===== config.mk =====
export PLATFORM = sky130hd
export DESIGN_NAME = uart_tx_frame_serializer
export DESIGN_NICKNAME = d
export VERILOG_FILES = /design/src/rtl/uart_tx_frame_serializer.sv
export SDC_FILE = /design/constraint.sdc
export NUM_CORES = 1
export LEC_CHECK = 0
export ABC_CLOCK_PERIOD_IN_PS = 9760
export CORE_MARGIN = 5
export CORE_UTILIZATION = 40
export DETAILED_ROUTE_END_ITERATION = 8
export PLACE_DENSITY_LB_ADDON = 0.3
export SYNTH_ARGS = -nofsm -noshare
export SYNTH_HDL_FRONTEND = slang
export SYNTH_SLANG_ARGS = --single-unit

===== constraint.sdc =====
create_clock -name CLK -period 9.76 [get_ports CLK]
set_input_delay 0.976 -clock CLK [delete_from_list [all_inputs] [get_ports CLK]]
set_output_delay 0.976 -clock CLK [all_outputs]
set_load 0.005 [all_outputs]

===== src/rtl/uart_tx_frame_serializer.sv =====
// rtl/uart_tx_frame_serializer.sv - UART transmit serializer with runtime prescale, optional parity and stop2
// Frame fields and the effective prescale are latched at accept, so inputs may change freely mid-frame.
module uart_tx_frame_serializer #(
   parameter int DATA_WIDTH     = 8,
   parameter int PRESCALE_WIDTH = 16
) (
   input  logic                      CLK,
   input  logic                      RST,
   input  logic [DATA_WIDTH-1:0]     P_DATA,
   input  logic                      Data_Valid,
   input  logic                      PAR_EN,
   input  logic                      PAR_TYP,
   input  logic                      STOP2,
   input  logic [PRESCALE_WIDTH-1:0] Prescale,
   output logic                      Tx_ready,
   output logic                      Tx_out,
   output logic                      frame_done
);

   localparam int IDX_W = $clog2(DATA_WIDTH + 1);
   localparam logic [IDX_W-1:0] LAST_IDX = IDX_W'(DATA_WIDTH - 1);
   localparam logic [PRESCALE_WIDTH-1:0] ONE_P = PRESCALE_WIDTH'(1);

   typedef enum logic [2:0] {
      S_IDLE,
      S_START,
      S_DATA,
      S_PARITY,
      S_STOP
   } state_t;

   state_t                    state_q, state_d;
   logic [PRESCALE_WIDTH-1:0] cnt_q, cnt_d;
   logic [PRESCALE_WIDTH-1:0] presc_q, presc_d;
   logic [IDX_W-1:0]          bit_idx_q, bit_idx_d;
   logic [DATA_WIDTH-1:0]     data_q, data_d;
   logic                      parity_q, parity_d;
   logic                      par_en_q, par_en_d;
   logic                      stop2_q, stop2_d;
   logic                      tx_out_q, tx_out_d;
   logic                      tx_ready_q, tx_ready_d;
   logic                      frame_done_q, frame_done_d;
   logic                      bit_end;

   always_comb begin
      state_d      = state_q;
      cnt_d        = cnt_q;
      presc_d      = presc_q;
      bit_idx_d    = bit_idx_q;
      data_d       = data_q;
      parity_d     = parity_q;
      par_en_d     = par_en_q;
      stop2_d      = stop2_q;
      frame_done_d = 1'b0;
      bit_end      = (cnt_q == (presc_q - ONE_P));

      case (state_q)
         S_IDLE: begin
            if (tx_ready_q && Data_Valid) begin
               state_d   = S_START;
               cnt_d     = '0;
               bit_idx_d = '0;
               data_d    = P_DATA;
               parity_d  = (^P_DATA) ^ PAR_TYP;
               par_en_d  = PAR_EN;
               stop2_d   = STOP2;
               presc_d   = (Prescale == '0) ? ONE_P : Prescale;
            end
         end
         S_START: begin
            if (bit_end) begin
               cnt_d   = '0;
               state_d = S_DATA;
            end else begin
               cnt_d = cnt_q + ONE_P;
            end
         end
         S_DATA: begin
            // The data register shifts right so the bit on the line is always data_q[0].
            if (bit_end) begin
               cnt_d  = '0;
               data_d = data_q >> 1;
               if (bit_idx_q == LAST_IDX) begin
                  bit_idx_d = '0;
                  state_d   = par_en_q ? S_PARITY : S_STOP;
               end else begin
                  bit_idx_d = bit_idx_q + IDX_W'(1);
               end
            end else begin
               cnt_d = cnt_q + ONE_P;
            end
         end
         S_PARITY: begin
            if (bit_end) begin
               cnt_d   = '0;
               state_d = S_STOP;
            end else begin
               cnt_d = cnt_q + ONE_P;
            end
         end
         S_STOP: begin
            // The bit index counts the second stop bit when two are requested.
            if (bit_end) begin
               cnt_d = '0;
               if (stop2_q && (bit_idx_q == '0)) begin
                  bit_idx_d = IDX_W'(1);
               end else begin
                  bit_idx_d    = '0;
                  state_d      = S_IDLE;
                  frame_done_d = 1'b1;
               end
            end else begin
               cnt_d = cnt_q + ONE_P;
            end
         end
         default: begin
            state_d = S_IDLE;
         end
      endcase

      case (state_d)
         S_START:  tx_out_d = 1'b0;
         S_DATA:   tx_out_d = data_d[0];
         S_PARITY: tx_out_d = parity_d;
         default:  tx_out_d = 1'b1;
      endcase
      tx_ready_d = (state_d == S_IDLE);
   end

   always_ff @(posedge CLK or posedge RST) begin
      if (RST) begin
         state_q      <= S_IDLE;
         cnt_q        <= '0;
         presc_q      <= '0;
         bit_idx_q    <= '0;
         data_q       <= '0;
         parity_q     <= 1'b0;
         par_en_q     <= 1'b0;
         stop2_q      <= 1'b0;
         tx_out_q     <= 1'b1;
         tx_ready_q   <= 1'b1;
         frame_done_q <= 1'b0;
      end else begin
         state_q      <= state_d;
         cnt_q        <= cnt_d;
         presc_q      <= presc_d;
         bit_idx_q    <= bit_idx_d;
         data_q       <= data_d;
         parity_q     <= parity_d;
         par_en_q     <= par_en_d;
         stop2_q      <= stop2_d;
         tx_out_q     <= tx_out_d;
         tx_ready_q   <= tx_ready_d;
         frame_done_q <= frame_done_d;
      end
   end

   assign Tx_out     = tx_out_q;
   assign Tx_ready   = tx_ready_q;
   assign frame_done = frame_done_q;

endmodule


### M4 wires

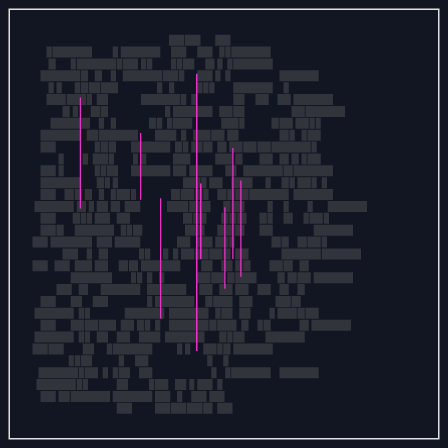
nets with wire on the layer: 6
longest straight run: 63.2 microns
share of all routed wire: 3.1%
wire length on this layer: 213 microns
main direction: vertical
total wire length after detailed routing: 6830 microns
Via Count: 2564

### Cell classes on the final placement

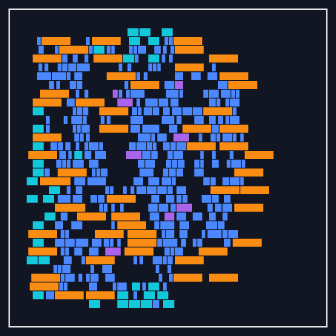
legend:
  clock drivers and dummy loads:
    colour: purple
    cells: 8
  all other logic:
    colour: blue
    cells: 284
  flops:
    colour: orange
    cells: 53
  other buffers and delay cells:
    colour: cyan
    cells: 34
Finished Cell Area: 3600 sq um
num rows: 32

### Clock nets

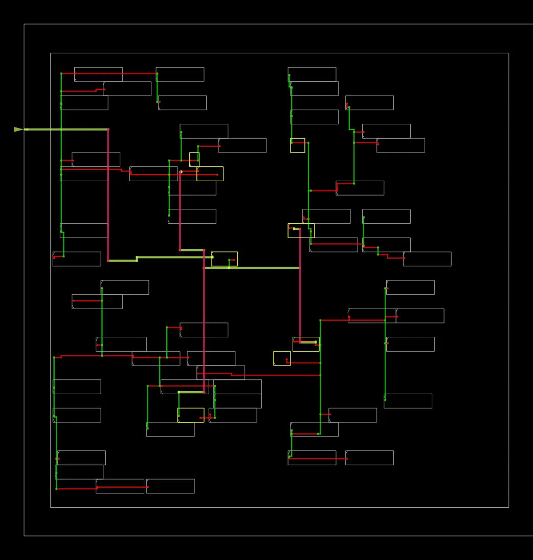
count of sequential standard cells: 53
total of clock buffers placed in the layout: 5
number of buffers inserted during clock tree synthesis: 5
Clk power: 0.126 mW

### Routed metal per tile

The die is cut into 20 by 20 equal tiles; dark blue is low, red is high, scaled to the fullest tile. Values are wire area over tile area, all layers added.
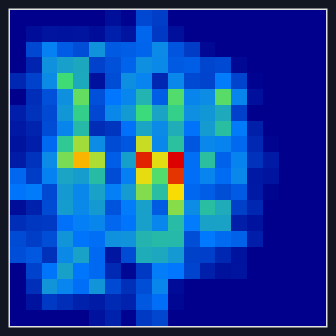
emptiest ninth of the die: lower right
fullest tile: 0.71
tiles over half the peak: 4.5%
densest ninth of the die: centre
routed length per placed instance: 14.2 microns
total routing resource utilization after global routing: 15.2%

==> flow_metrics.tcl <==
# flow metrics
set metrics [dict create \
    yosys_synthesis_warning_count 0 \
    clk_pin_slew_worst_paths_ns 0.10 \
    warning_count 27 \
    clock_insertion_delay_worst_skew_ns 0.31 \
    lay_top_count "sky130_fd_sc_hd__nand2_1" \
    critical_path.max_stage_delay_ns 0.51 \
    synth.cell_area_sq_um 3100 \
    power.net_switching_mw 0.0849 \
    power.group.top "registers" \
    drt.antenna.violating_nets 0 \
    pwr-share-comb_pct 6.7 \
    drt-initial-drc-count 159 \
    timing.hold.worst.class "register to register" \
    edf_count 0 \
    switching_power_share_of_the_total_pct 22.9 \
    critical_path.reg2reg.endpoint "Tx_out" \
    powerDensity_nw_per_um2 103 \
    count_of_buffers_from_port_buffering 32 \
    ys_seq_share_pct 42.9 \
    startpoint_type "register" \
    hold-path-cell-count 2 \
    r2r_cells 11 \
    post-cts-setup-buffer-count 0 \
    detailedPlacementHpwl_microns 5180 \
    initial_core_util_pct 40.5 \
    drt_pass1_iterations 4 \
    crit_path_start "presc_q[0]" \
    clock_sinks 53 \
    io-pin-count 33 \
    power.share.clock_pct 34.0 \
    cellLeakagePower_nw 1.61 \
    final_layout_size_suffix_gt1_share_pct 7.92 \
    crit_fanout 9 \
    most-common-layout-cells "sky130_fd_sc_hd__nand2_1, sky130_fd_sc_hd__dfrtp_1, sky130_fd_sc_hd__clkdlybuf4s50_1" \
    area_growth_syn_to_layout_pct 16.1 \
    worst_ep_required_time_ns 10.01 \
    worst_r2r_startpoint "presc_q[0]" \
    postSynth.asyncResetShare_pct 100 \
    globalplace.congestion 0.924 \
    synth_flops 53 \
    cts_hold_buf 0 \
    design.die.area_sq_um 9610 \
    path_class "register to register" \
    outcome "completed" \
    final-max-slew-violation-count 0 \
    peakVddDrop_v 0.0000574 \
    dp_slack_ns 6.14 \
    cts_repair_resize_count 0 \
    placed_area_sq_um 3510 \
    stdcell_count 481 \
    top_cells_by_area "sky130_fd_sc_hd__dfrtp_1, sky130_fd_sc_hd__nand2_1, sky130_fd_sc_hd__xnor2_1" \
    cap_viol_max_count 0 \
    endpoint_kind "register" \
    grt_setup_unrepaired "false" \
    comb-power_mw 0.0247 \
    critical_path_depth 11 \
    dieWidth_microns 98.0 \
    largest_net_degree_at_the_start_of_global_routing 54 \
    dp.cells 473 \
    floorplan.die.height_microns 98.0 \
    final-setup-viol-count 0 \
    design.core.area_sq_um 7650 \
    cp_num_buf_inv 1 \
    fin_tns_setup_ns 0 \
    timing.critical_path.arrival_ns 3.88 \
    timing.critical_path.slowest_stage_cell "sky130_fd_sc_hd__a2111oi_0" \
    cpLargestDelayFamily "simple AND/OR/NAND/NOR gates" \
    htreeDepth 2 \
    crit_path_end "Tx_out" \
    grt_pass1_vias 2649 \
    clk_path_buf_depth 2 \
    worst_clock_skew_ns 0.00543 \
    sequence_of_cells_on_the_critical_path "inv_1 -> ha_1 -> nor3b_1 -> and4_1 -> o2111ai_1 -> a2111oi_0 -> nand4_2 -> nor3_4 -> nor2_4 -> a221o_1 -> o41a_1" \
    reg2reg_slack_ns 6.12 \
    synth_top_flop_cell "sky130_fd_sc_hd__dfrtp_1" \
    finalWorstSetupSlack_ns 6.12 \
    grt_antenna_before_repair 0 \
    synth_top_cell_by_area "sky130_fd_sc_hd__dfrtp_1" \
    route.detailed.vias_per_inst 5.33 \
    post-synth-top-area-fraction_pct 41.2 \
    drc_errors 0 \
    intPower_mw 0.285 \
    worst-slew-pin-transition_ns 0.876 \
    fmax_mhz 275 \
    post-route-min-period_ns 3.64 \
    mean_cell_area_of_the_mapped_netlist_sq_um 8.86 \
    tritoncts_clock_tree "done" \
    grt_overflow 0 \
    number_of_diodes 0 \
    ys_cells 350 \
    post-route-period-util_pct 37.3 \
    final_nets 412 \
    mappedNetlistNets 384 \
    global_route_wire_length_before_repair_microns 12200 \
    yosys-stat-area_sq_um 3100 \
    seq_power_share_pct 59.3 \
    top_cells_by_count "sky130_fd_sc_hd__nand2_1, sky130_fd_sc_hd__dfrtp_1, sky130_fd_sc_hd__nor2_1" \
    seq-power_mw 0.219 \
    slew_headroom_pct 41.4 \
    ctsRootBufferMaster "sky130_fd_sc_hd__clkbuf_8" \
    ys_types 60 \
    syn_inst 350 \
    finalPower_mw 0.370 \
    hold_viol_final 0 \
    synth_dominant_cell_count "sky130_fd_sc_hd__nand2_1" \
]
cells by family after synthesis:
kind of cell,after synthesis,synth area share [%]
AND/OR/NAND/NOR,172,27.8
adder cells (fa/ha/maj),4,1.61
AND-OR/OR-AND,54,11.9
flip-flops,53,42.9
XOR/XNOR,37,10.5
multiplexers,7,2.38
buffers and inverters,23,3.03
worst min-delay path by stage:
| stage | startpoint | endpoint | slack (ns) |
|---|---|---|---|
| after floorplan | stop2_q | stop2_q | 0.44 |
| after global placement | data_q[1] | data_q[1] | 0.46 |
| after detailed placement | data_q[6] | data_q[6] | 0.47 |
| after CTS | data_q[4] | data_q[4] | 0.49 |
| after global routing | data_q[2] | data_q[2] | 0.52 |
| final | data_q[4] | data_q[4] | 0.49 |
through the flow:
| step | hold slack [ns] | util (%) |
|---|---|---|
| 6_report | 0.486 | 47.1 |
| 2_1_floorplan | 0.437 | - |
| 5_1_grt | 0.517 | 47.1 |
| 4_1_cts | 0.490 | 47.1 |
| 3_5_place_dp | 0.465 | 45.9 |
| 3_3_place_gp | 0.464 | 45.9 |
area by class of cell:
cell class	instances	area [sq um]
inverter	10	37.5
sequential	53	1330
clock buffer	5	68.8
clock inverter	3	21.3
tap	102	128
timing repair buffer	34	335
fill	723	4050
multi-input combinational	274	1680
state kept, by name (all words and copies together) (netlist names):
register / count
parity_q: 1
Tx_ready: 1
bit_idx_q: 4
cnt_q: 16
Tx_out: 1
par_en_q: 1
stop2_q: 1
state_q: 3
presc_q: 16
frame_done: 1
data_q: 8
routing by layer:
layer	share of wire [%]	global-route usage, %
met5	0	0
met4	3.1	6.71
met3	3.9	2.86
met2	48	25.0
met1	45	19.5
Power and IR drop assume default switching activity.
